==> run_1/placed.png <==
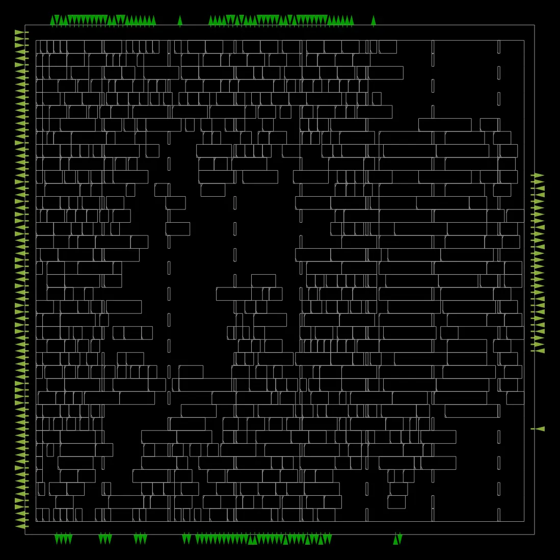
==> run_1/layers.png <==
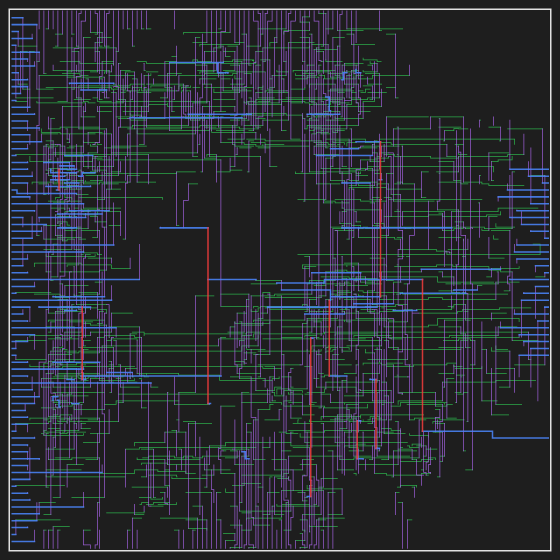
==> run_1/route_heat.png <==
21 x 21 tiles, from black (low) to pale yellow (high), scaled to the fullest tile. Values are wire area over tile area, all layers added.
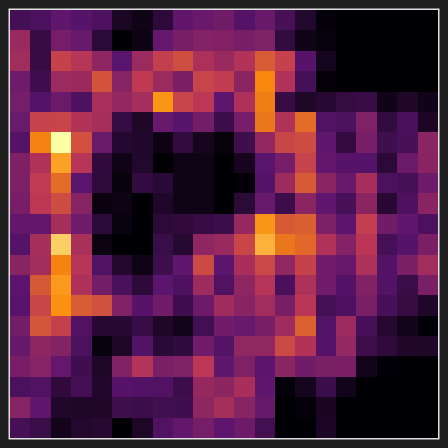
`src/rtl/tohost_pkg.sv`:
```
// HTIF tohost/fromhost shared definitions: device/command codes, FSM states, field helpers.
// Latency: n/a (types and pure functions only).
// Backpressure: n/a.
package tohost_pkg;

    localparam logic [7:0] HTIF_DEV_SYS     = 8'd0;
    localparam logic [7:0] HTIF_DEV_CONSOLE = 8'd1;
    localparam logic [7:0] HTIF_CMD_EXIT    = 8'd0;
    localparam logic [7:0] HTIF_CMD_PUTC    = 8'd1;

    // Widest tohost word the helpers handle; narrower words are zero-extended into it.
    localparam int MAX_XLEN = 128;
    typedef logic [MAX_XLEN-1:0] word_t;

    typedef enum logic [1:0] {
        IDLE = 2'd0,
        ACK  = 2'd1,
        DONE = 2'd2
    } state_e;

    // Device field: top byte of an xlen-wide word.
    function automatic logic [7:0] htif_dev(input word_t w, input int xlen);
        return w[xlen-1 -: 8];
    endfunction

    // Command field: second byte from the top.
    function automatic logic [7:0] htif_cmd(input word_t w, input int xlen);
        return w[xlen-9 -: 8];
    endfunction

    // Console character carried in the low byte of the payload.
    function automatic logic [7:0] htif_char(input word_t w);
        return w[7:0];
    endfunction

    // Acknowledge word for a console putc: dev/cmd echoed, payload zero.
    function automatic word_t htif_putc_ack(input int xlen);
        word_t w;
        w = '0;
        w[xlen-1 -: 8] = HTIF_DEV_CONSOLE;
        w[xlen-9 -: 8] = HTIF_CMD_PUTC;
        return w;
    endfunction

endpackage

```
`src/rtl/tohost_char_fifo.sv`:
```
// Console character FIFO: 8-bit entries, registered storage with the head visible combinationally.
// Latency: a pushed byte is at the head the cycle after the push when the FIFO was empty.
// Backpressure: pushes while full and pops while empty are ignored; full/count let the writer stall.
module tohost_char_fifo #(
    parameter int DEPTH = 4
) (
    input  logic                       clock,
    input  logic                       reset_n,
    input  logic                       push,
    input  logic [7:0]                 push_data,
    input  logic                       pop,
    output logic [7:0]                 pop_data,
    output logic                       full,
    output logic                       empty,
    output logic [$clog2(DEPTH):0]     count
);

    localparam int AW = $clog2(DEPTH);

    logic [7:0]    mem [DEPTH];
    logic [AW-1:0] wr_ptr;
    logic [AW-1:0] rd_ptr;
    logic [AW:0]   cnt;
    logic          do_push;
    logic          do_pop;

    assign full     = (cnt == (AW+1)'(DEPTH));
    assign empty    = (cnt == '0);
    assign count    = cnt;
    assign pop_data = mem[rd_ptr];
    assign do_push  = push && !full;
    assign do_pop   = pop && !empty;

    // Pointers wrap naturally because DEPTH is a power of two; count tracks occupancy.
    always_ff @(posedge clock) begin
        if (!reset_n) begin
            wr_ptr <= '0;
            rd_ptr <= '0;
            cnt    <= '0;
        end else begin
            if (do_push) wr_ptr <= wr_ptr + AW'(1);
            if (do_pop)  rd_ptr <= rd_ptr + AW'(1);
            case ({do_push, do_pop})
                2'b10:   cnt <= cnt + (AW+1)'(1);
                2'b01:   cnt <= cnt - (AW+1)'(1);
                default: cnt <= cnt;
            endcase
        end
    end

    // Storage needs no reset: entries are only observed once the count covers them.
    always_ff @(posedge clock) begin
        if (do_push) mem[wr_ptr] <= push_data;
    end

endmodule

```
`src/rtl/tohost_reporter.sv`:
```
// HTIF tohost endpoint: decodes exit/putc words, acks putc via fromhost, queues console bytes, runs a watchdog.
// Latency: accepted word -> done / fromhost_valid / con_valid one cycle later.
// Backpressure: tohost_ready low outside IDLE or with the console FIFO full; console drains on con_ready. Sim reporting: TOHOST_SIM_REPORT_EN.
module tohost_reporter
    import tohost_pkg::*;
#(
    parameter int XLEN       = 64,   // 56..MAX_XLEN
    parameter int FIFO_DEPTH = 4,    // power of two, >= 2
    parameter int MAX_CYCLES = 0     // 0 disables the watchdog
) (
    input  logic              clock,
    input  logic              reset_n,
    input  logic              tohost_valid,
    output logic              tohost_ready,
    input  logic [XLEN-1:0]   tohost_data,
    output logic              fromhost_valid,
    input  logic              fromhost_ready,
    output logic [XLEN-1:0]   fromhost_data,
    output logic              con_valid,
    input  logic              con_ready,
    output logic [7:0]        con_data,
    output logic              done,
    output logic [XLEN-2:0]   exit_code,
    output logic              timeout,
    output logic              bad_cmd
);

    localparam int    CW       = $clog2(FIFO_DEPTH) + 1;
    localparam word_t ACK_WORD = htif_putc_ack(XLEN);

    state_e          state;
    logic [31:0]     cyc;
    word_t           th_word;
    logic            accept;
    logic            is_zero;
    logic            is_exit;
    logic            is_putc;
    logic            exit_now;
    logic            wd_fire;
    logic            push;
    logic            pop;
    logic            fifo_full;
    logic            fifo_empty;
    logic [CW-1:0]   fifo_count;

    assign th_word  = word_t'(tohost_data);
    assign is_zero  = (tohost_data == '0);
    assign is_exit  = (htif_dev(th_word, XLEN) == HTIF_DEV_SYS) &&
                      (htif_cmd(th_word, XLEN) == HTIF_CMD_EXIT) && tohost_data[0];
    assign is_putc  = (htif_dev(th_word, XLEN) == HTIF_DEV_CONSOLE) &&
                      (htif_cmd(th_word, XLEN) == HTIF_CMD_PUTC);

    assign tohost_ready = (state == IDLE) && (fifo_count < CW'(FIFO_DEPTH));
    assign accept       = tohost_valid && tohost_ready;
    assign exit_now     = accept && is_exit;

    // An exit takes priority over putc by decode order; the zero word is a no-op.
    assign push = accept && !is_zero && !is_exit && is_putc && !fifo_full;

    assign con_valid = !fifo_empty;
    assign pop       = con_valid && con_ready;

    // Fires on the cycle whose count is MAX_CYCLES-1, so done rises after exactly MAX_CYCLES cycles.
    assign wd_fire = (MAX_CYCLES != 0) && !done && (cyc == 32'(MAX_CYCLES - 1));

    tohost_char_fifo #(
        .DEPTH     (FIFO_DEPTH)
    ) u_fifo (
        .clock     (clock),
        .reset_n   (reset_n),
        .push      (push),
        .push_data (htif_char(th_word)),
        .pop       (pop),
        .pop_data  (con_data),
        .full      (fifo_full),
        .empty     (fifo_empty),
        .count     (fifo_count)
    );

    // Protocol FSM with registered status outputs; the watchdog overrides everything except a same-cycle exit.
    always_ff @(posedge clock) begin
        if (!reset_n) begin
            state          <= IDLE;
            cyc            <= '0;
            done           <= 1'b0;
            timeout        <= 1'b0;
            bad_cmd        <= 1'b0;
            exit_code      <= '0;
            fromhost_valid <= 1'b0;
            fromhost_data  <= '0;
        end else begin
            if (!done) cyc <= cyc + 32'd1;

            case (state)
                IDLE: begin
                    if (accept && !is_zero) begin
                        if (is_exit) begin
                            exit_code <= tohost_data[XLEN-1:1];
                            done      <= 1'b1;
                            state     <= DONE;
                        end else if (is_putc) begin
                            fromhost_data  <= ACK_WORD[XLEN-1:0];
                            fromhost_valid <= 1'b1;
                            state          <= ACK;
                        end else begin
                            bad_cmd <= 1'b1;
                        end
                    end
                end
                ACK: begin
                    if (fromhost_ready) begin
                        fromhost_valid <= 1'b0;
                        state          <= IDLE;
                    end
                end
                default: begin
                    // DONE is terminal until reset; the console FIFO keeps draining.
                end
            endcase

            if (wd_fire && !exit_now) begin
                done           <= 1'b1;
                timeout        <= 1'b1;
                exit_code      <= '1;
                fromhost_valid <= 1'b0;
                state          <= DONE;
            end
        end
    end

`ifndef SYNTHESIS
`ifdef TOHOST_SIM_REPORT_EN
    logic done_q;

    // Mirror console bytes and the final verdict to the simulator log, then end once the console drains.
    always_ff @(posedge clock) begin
        if (!reset_n) begin
            done_q <= 1'b0;
        end else begin
            done_q <= done;
            if (pop) $write("%c", con_data);
            if (done && !done_q) begin
                if (timeout)               $display("TIMEOUT");
                else if (exit_code == '0)  $display("PASS");
                else                       $display("FAIL code=%0d", exit_code);
            end
            if (done && done_q && fifo_empty) $finish;
        end
    end
`endif
`endif

endmodule
```
`config.mk`:
```
export PLATFORM = sky130hd
export DESIGN_NAME = tohost_reporter
export DESIGN_NICKNAME = d
export VERILOG_FILES = /design/src/rtl/tohost_pkg.sv /design/src/rtl/tohost_char_fifo.sv /design/src/rtl/tohost_reporter.sv
export SDC_FILE = /design/constraint.sdc
export NUM_CORES = 1
export LEC_CHECK = 0
export CORE_MARGIN = 2
export CORE_UTILIZATION = 46
export CTS_CLUSTER_DIAMETER = 120
export DETAILED_ROUTE_END_ITERATION = 12
export PLACE_DENSITY = 0.95
export SYNTH_ARGS = -nofsm -noshare
export SYNTH_HDL_FRONTEND = slang
export SYNTH_HIERARCHICAL = 1
export SYNTH_SLANG_ARGS = --single-unit
```
`constraint.sdc`:
```
create_clock -name clock -period 5.5 [get_ports clock]
set_input_delay 0.825 -clock clock [delete_from_list [all_inputs] [get_ports clock]]
set_output_delay 0.825 -clock clock [all_outputs]
set_load 0.02 [all_outputs]
```
==> impl_metrics.env, run 1 <==
# implementation run metrics
export IMPL_fin_setup_tns_ps=0
export IMPL_min_period_over_period=0.674
export IMPL_adder_share=0.0171
export IMPL_endpoint="u_fifo/count[2]"
export IMPL_final_cells=734
export IMPL_p_switching_w=0.000362
export IMPL_areaGrowthSynthToFinish_pct=30.2
export IMPL_avgSynthCellArea_um2=10.3
export IMPL_place_gp_congestion=0.803
export IMPL_min_from="fromhost_valid"
export IMPL_worstHoldPathCells=2
export IMPL_grt_ovfl_total=0
export IMPL_die_h_um=107
export IMPL_critPathLaunch="tohost_valid"
export IMPL_routed_via_density=5.38
export IMPL_edf_count=32
export IMPL_busiest_layer="met2"
export IMPL_final_common_cell="clkdlybuf4s50_1"
export IMPL_synth_cell_types=38
export IMPL_top_layer_used="met4"
export IMPL_p_comb_frac=0.090
export IMPL_mux_share=0.0414
export IMPL_drc=0
export IMPL_final_cell_mix="146 x clkdlybuf4s50_1, 78 x dfxtp_1, 63 x conb_1"
export IMPL_log_warning_count=29
export IMPL_grt_max_degree=53
export IMPL_slew_headroom=0.368
export IMPL_vias=3946
export IMPL_ctsHoldBuffers=0
export IMPL_std_cell_rows=37
export IMPL_ys_sh_xor=0.00362
export IMPL_power_density_nw_per_um2=232
export IMPL_clk_latency_ps=370
export IMPL_wl_um=12000
export IMPL_regMostFlops="exit_code"
export IMPL_met3WireLength_um=1010
export IMPL_fp_coreArea_um2=10300
export IMPL_synth_area_um2=4840
export IMPL_setup_viol_count_final=0
export IMPL_pg_seq_w=0.000833
export IMPL_cts_tree="yes"
export IMPL_ys_sh_aoi=0.116
export IMPL_netSwitchingFraction=0.248
export IMPL_syn_inst=470
export IMPL_fin_crit_ps=3710
export IMPL_inverters=10
export IMPL_sh_comb_area=0.295
export IMPL_nClkBuffers=9
export IMPL_ys_ff=110
export IMPL_htree_levels=3
export IMPL_fp_util=0.471
export IMPL_finalNetCount=668
export IMPL_hold_ws_ps=478
export IMPL_top_power_group="registers"
export IMPL_io_pins=210
export IMPL_cp_start_kind="input pin"
export IMPL_ant_nets=0
export IMPL_drive_above_1_share=0.0602
export IMPL_fmax_mhz=270
export IMPL_ys_seq_share=0.521
export IMPL_regArea_um2=2520
export IMPL_grt_use_met1=0.241
export IMPL_place_ws_ps=1470
export IMPL_drtPass1Iterations=7
export IMPL_topCombFamilyByArea="simple AND/OR/NAND/NOR gates"
export IMPL_seq_cells=110
export IMPL_rr_worst_depth=12
export IMPL_use_met2=0.347
export IMPL_slew_violations=0
export IMPL_first_global_vias=3599
export IMPL_clock_power_share=0.340
export IMPL_reg2reg_to="u_fifo/count[2]"
export IMPL_fin_area_um2=6300
export IMPL_multi_input_comb_cells=310
export IMPL_post_dp_cell_area_um2=6100
export IMPL_simple_gate_area_frac=0.156
export IMPL_ys_async_sr_fraction=0
export IMPL_buffers_excl_clock=152
export IMPL_track_usage=0.198
export IMPL_tightest_slew_ps=946
export IMPL_sh_seq_area=0.400
export IMPL_final_clk_cell_share=0.0324
export IMPL_path_max_fanout=52
export IMPL_grt_pass1_wl_um=17700
export IMPL_logic_area_um2=1860
export IMPL_status="finished, final reports clean"
export IMPL_hpwlAfterDp_um=8870
export IMPL_synth_stat_cells=470
export IMPL_ff_type="dfxtp_1"
export IMPL_crit_reg2reg_launch="state[1]"
export IMPL_cts_setup_buffers=0
export IMPL_layout_setup_ws_ps=1790
export IMPL_total_power_w=0.00146
export IMPL_numCtsBuffers=9
export IMPL_cts_resized=0
export IMPL_largest_register_ffs=63
export IMPL_clock_root_buffer="clkbuf_8"
export IMPL_layout_area_top_class="flip-flops and latches"
export IMPL_reg2reg_slack_ps=2290
export IMPL_cts_clk_slew_worst_paths_ps=100
export IMPL_hold_violations=0
export IMPL_internal_power_w=0.00110
export IMPL_drt_iter0_markers=226
export IMPL_wl_met1_um=4720
export IMPL_place_inst=718
export IMPL_holdPathEnd="fromhost_valid"
export IMPL_power_leakage_nw=2.20
export IMPL_post_drt_wl_per_cell_um=16.4
export IMPL_clkSinkCount=110
export IMPL_chipArea_um2=11400
export IMPL_critPathKind="in -> reg"
export IMPL_ir_worst_vdd_v=0.000162
export IMPL_yosysWarnings=6
export IMPL_wl_met2_um=6130
export IMPL_portBuffers=146
export IMPL_antenna_cells=0
export IMPL_powerComb_w=0.000131
export IMPL_ys_area_um2=4840
export IMPL_worstPathRequired_ps=5790
export IMPL_clk_path_buf_depth=2
export IMPL_final_nonclk_buf_share=0.239
export IMPL_cp_end_kind="register"
export IMPL_die_w_um=107
export IMPL_hold_path_class="reg -> reg"
export IMPL_p_seq_frac=0.570
export IMPL_arrival_ps=4000
export IMPL_grtUsageMet3=0.0480
export IMPL_tap_cells=136
export IMPL_final_setup_skew_ps=15.5
export IMPL_cap_violations=0
Notes on placed.png above:
final core occ: 0.613
fill count: 825

Notes on layers.png above:
Green shows M1, wire length 4720 um. Purple shows M2, wire length 6130 um. Red shows M4, wire length 181 um. Blue shows M3, wire length 1010 um.

Notes on route_heat.png above:
The emptiest ninth of the die: upper right. The fullest tile reaches 0.67. 13% of the tiles are nearly empty. The mean over all tiles is 0.17. The densest ninth of the die: top center. 12% of the tiles are over half the peak.

==> run 1: cell usage after synthesis, types with 4 or more instances <==
master,number,area [um2]
nor2b_1,4,25.0
nor2_1,4,15.0
buf_4,65,488
clkbuf_1,25,93.8
ha_1,5,62.6
mux4_2,8,180
nand4_1,51,319
buf_2,9,45.0
and3_1,17,106
nor4_1,16,100
edfxtp_1,32,961
o21ai_0,15,75.1
inv_1,9,33.8
o21ai_1,38,190
dfxtp_1,78,1560
and2_1,6,37.5
a21oi_1,50,250
nand2_1,9,33.8
==> run 1: worst max-delay path: stages <==
cell and delay, ps:
clkdlybuf4s50_1 490, nor4b_4 210, buf_4 490, nand4_1 250, nor2_1 120, nor2b_1 470, inv_2 50, ha_1 230
inv_1 90, fa_1 200, xor2_1 90, or3_1 300, a21boi_1 160
--- run 2 (diff from run 1) ---
--- a/config.mk
+++ b/config.mk
@@ -6,10 +6,10 @@
 export NUM_CORES = 1
 export LEC_CHECK = 0
 export CORE_MARGIN = 2
-export CORE_UTILIZATION = 46
+export CORE_UTILIZATION = 38
 export CTS_CLUSTER_DIAMETER = 120
 export DETAILED_ROUTE_END_ITERATION = 12
-export PLACE_DENSITY = 0.95
+export PLACE_DENSITY = 0.85
 export SYNTH_ARGS = -nofsm -noshare
 export SYNTH_HDL_FRONTEND = slang
 export SYNTH_HIERARCHICAL = 1
==> constraint.sdc (replaced) <==
create_clock -name clock -period 3.2 [get_ports clock]
set_input_delay 0.48 -clock clock [delete_from_list [all_inputs] [get_ports clock]]
set_output_delay 0.48 -clock clock [all_outputs]
set_load 0.02 [all_outputs]
==> run_2/m1.png <==
Supply wires on this layer in gray.
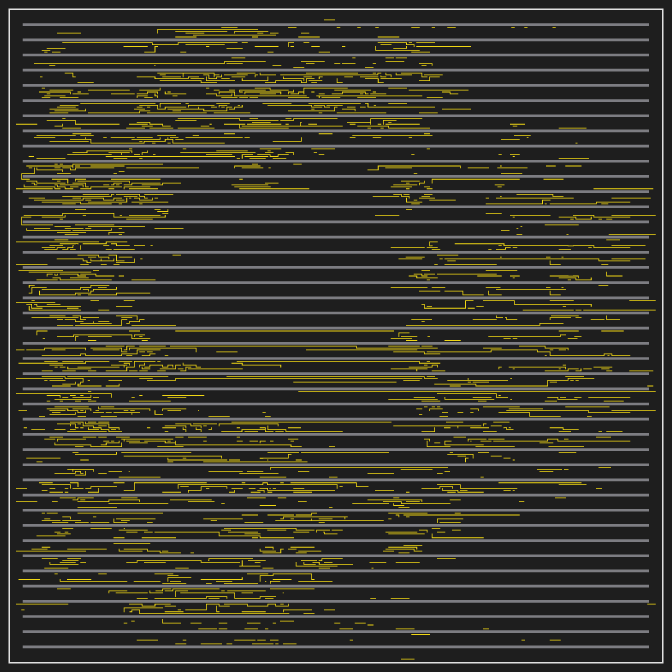
The wires run mostly horizontal. The layer carries 5210 um of wire. The layer holds 41% of the routed length. The longest straight run is 63.9 um. 561 nets have wire on it.

==> run_2/layers.png <==
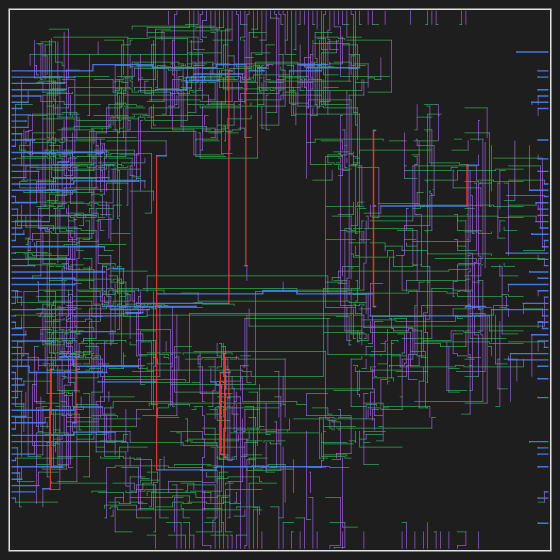
Green shows M1, wire length 5210 um. Red shows M4, wire length 296 um. Purple shows M2, wire length 6050 um. Blue shows M3, wire length 1020 um.

==> run 2 against run 1 <==
  * Worst setup slack worse by 1500 ps
  * Clock skew decreased by 9.2 ps
  * Design area up 2.9%
  * Combinational power rose by 76%
  * Critical path depth stayed put
  * Cell count is 5.4% higher
  * Utilization fell by 9.5 points
  * Synthesized area did not move
  * Global-route usage shrank 1.7 points
  * Sequential power rose by 72%
  * Worst hold slack worse by 8.2 ps
  * Routed wire length grew 4.5%
  * Largest power group unchanged
  * Highest routed layer unchanged
==> impl_metrics.env, run 2 <==
# implementation run metrics
export IMPL_status="finished, final reports clean"
export IMPL_ys_ff=110
export IMPL_yosysWarnings=6
export IMPL_critical_path_top_delay_family="simple AND/OR/NAND/NOR gates"
export IMPL_final_cell_mix="146 x clkdlybuf4s50_1, 78 x dfxtp_1, 63 x conb_1"
export IMPL_power_leakage_nw=2.27
export IMPL_die_w_um=117
export IMPL_grt_use_met1=0.218
export IMPL_drtPass1Iterations=4
export IMPL_edf_count=32
export IMPL_fp_util=0.387
export IMPL_use_met2=0.297
export IMPL_drive_above_1_share=0.0648
export IMPL_post_dp_cell_area_um2=6180
export IMPL_ff_type="dfxtp_1"
export IMPL_vias=3930
export IMPL_clock_root_buffer="clkbuf_16"
export IMPL_track_usage=0.181
export IMPL_portBuffers=146
export IMPL_synth_area_um2=4840
export IMPL_slew_violations=0
export IMPL_cp_slowest_cell="clkdlybuf4s50_1"
export IMPL_place_ws_ps=14.0
export IMPL_critPathLaunch="tohost_data[53]"
export IMPL_syn_inst=470
export IMPL_regMostFlops="exit_code"
export IMPL_ir_worst_vdd_v=0.000297
export IMPL_routed_via_density=5.08
export IMPL_top_power_group="registers"
export IMPL_antenna_cells=0
export IMPL_p_comb_frac=0.083
export IMPL_clk_path_buf_depth=2
export IMPL_path_depth=13
export IMPL_endpoint="u_fifo/count[2]"
export IMPL_ys_area_um2=4840
export IMPL_reg2reg_slack_ps=640
export IMPL_worstPathRequired_ps=3470
export IMPL_first_global_vias=3844
export IMPL_regArea_um2=2520
export IMPL_adder_share=0.0171
export IMPL_synth_cell_types=38
export IMPL_synth_stat_cells=470
export IMPL_setup_viol_count_final=0
export IMPL_fin_area_um2=6480
export IMPL_reg2reg_to="u_fifo/count[2]"
export IMPL_powerComb_w=0.000231
export IMPL_min_period_over_period=0.901
export IMPL_finalNetCount=672
export IMPL_ys_sh_aoi=0.116
export IMPL_io_pins=210
export IMPL_post_drt_wl_per_cell_um=16.3
export IMPL_hpwlAfterDp_um=8910
export IMPL_top_area_frac=0.323
export IMPL_drc=0
export IMPL_fmax_mhz=347
export IMPL_crit_buf_inv=3
export IMPL_avgSynthCellArea_um2=10.3
export IMPL_clk_latency_ps=350
export IMPL_ant_nets=0
export IMPL_topCombFamilyByArea="simple AND/OR/NAND/NOR gates"
export IMPL_std_cell_rows=41
export IMPL_numCtsBuffers=9
export IMPL_final_common_cell="clkdlybuf4s50_1"
export IMPL_logic_area_um2=1860
export IMPL_netSwitchingFraction=0.235
export IMPL_hold_path_class="reg -> reg"
export IMPL_clkSinkCount=110
export IMPL_cap_violations=0
export IMPL_ctsHoldBuffers=0
run 2: area by class of cell:
type                            instances  area share
Tap cell                              172      0.0332
Inverter                               10     0.00579
Sequential cell                       110       0.389
Multi-Input combinational cell        310       0.287
Timing Repair Buffer                  156       0.239
Clock buffer                            9      0.0347
Clock inverter                          7      0.0110
run 2: worst min-delay path by stage:
stage | slack (ps) | start | end
CTS | 470 | fromhost_data[48] | fromhost_data[48]
floorplan | 460 | u_fifo/rd_ptr[1] | register
global route | 480 | fromhost_data[48] | fromhost_data[48]
global placement | 450 | done | done
finish | 470 | fromhost_data[48] | fromhost_data[48]
detailed placement | 450 | fromhost_data[48] | fromhost_data[48]
run 2: metal layers:
layer / routed length [um] / part of all wire
met3: 1020 / 0.081
met5: 0 / 0
met1: 5210 / 0.41
met4: 295 / 0.023
met2: 6050 / 0.48
No activity file was given, so power comes from the tool's default toggle rates.
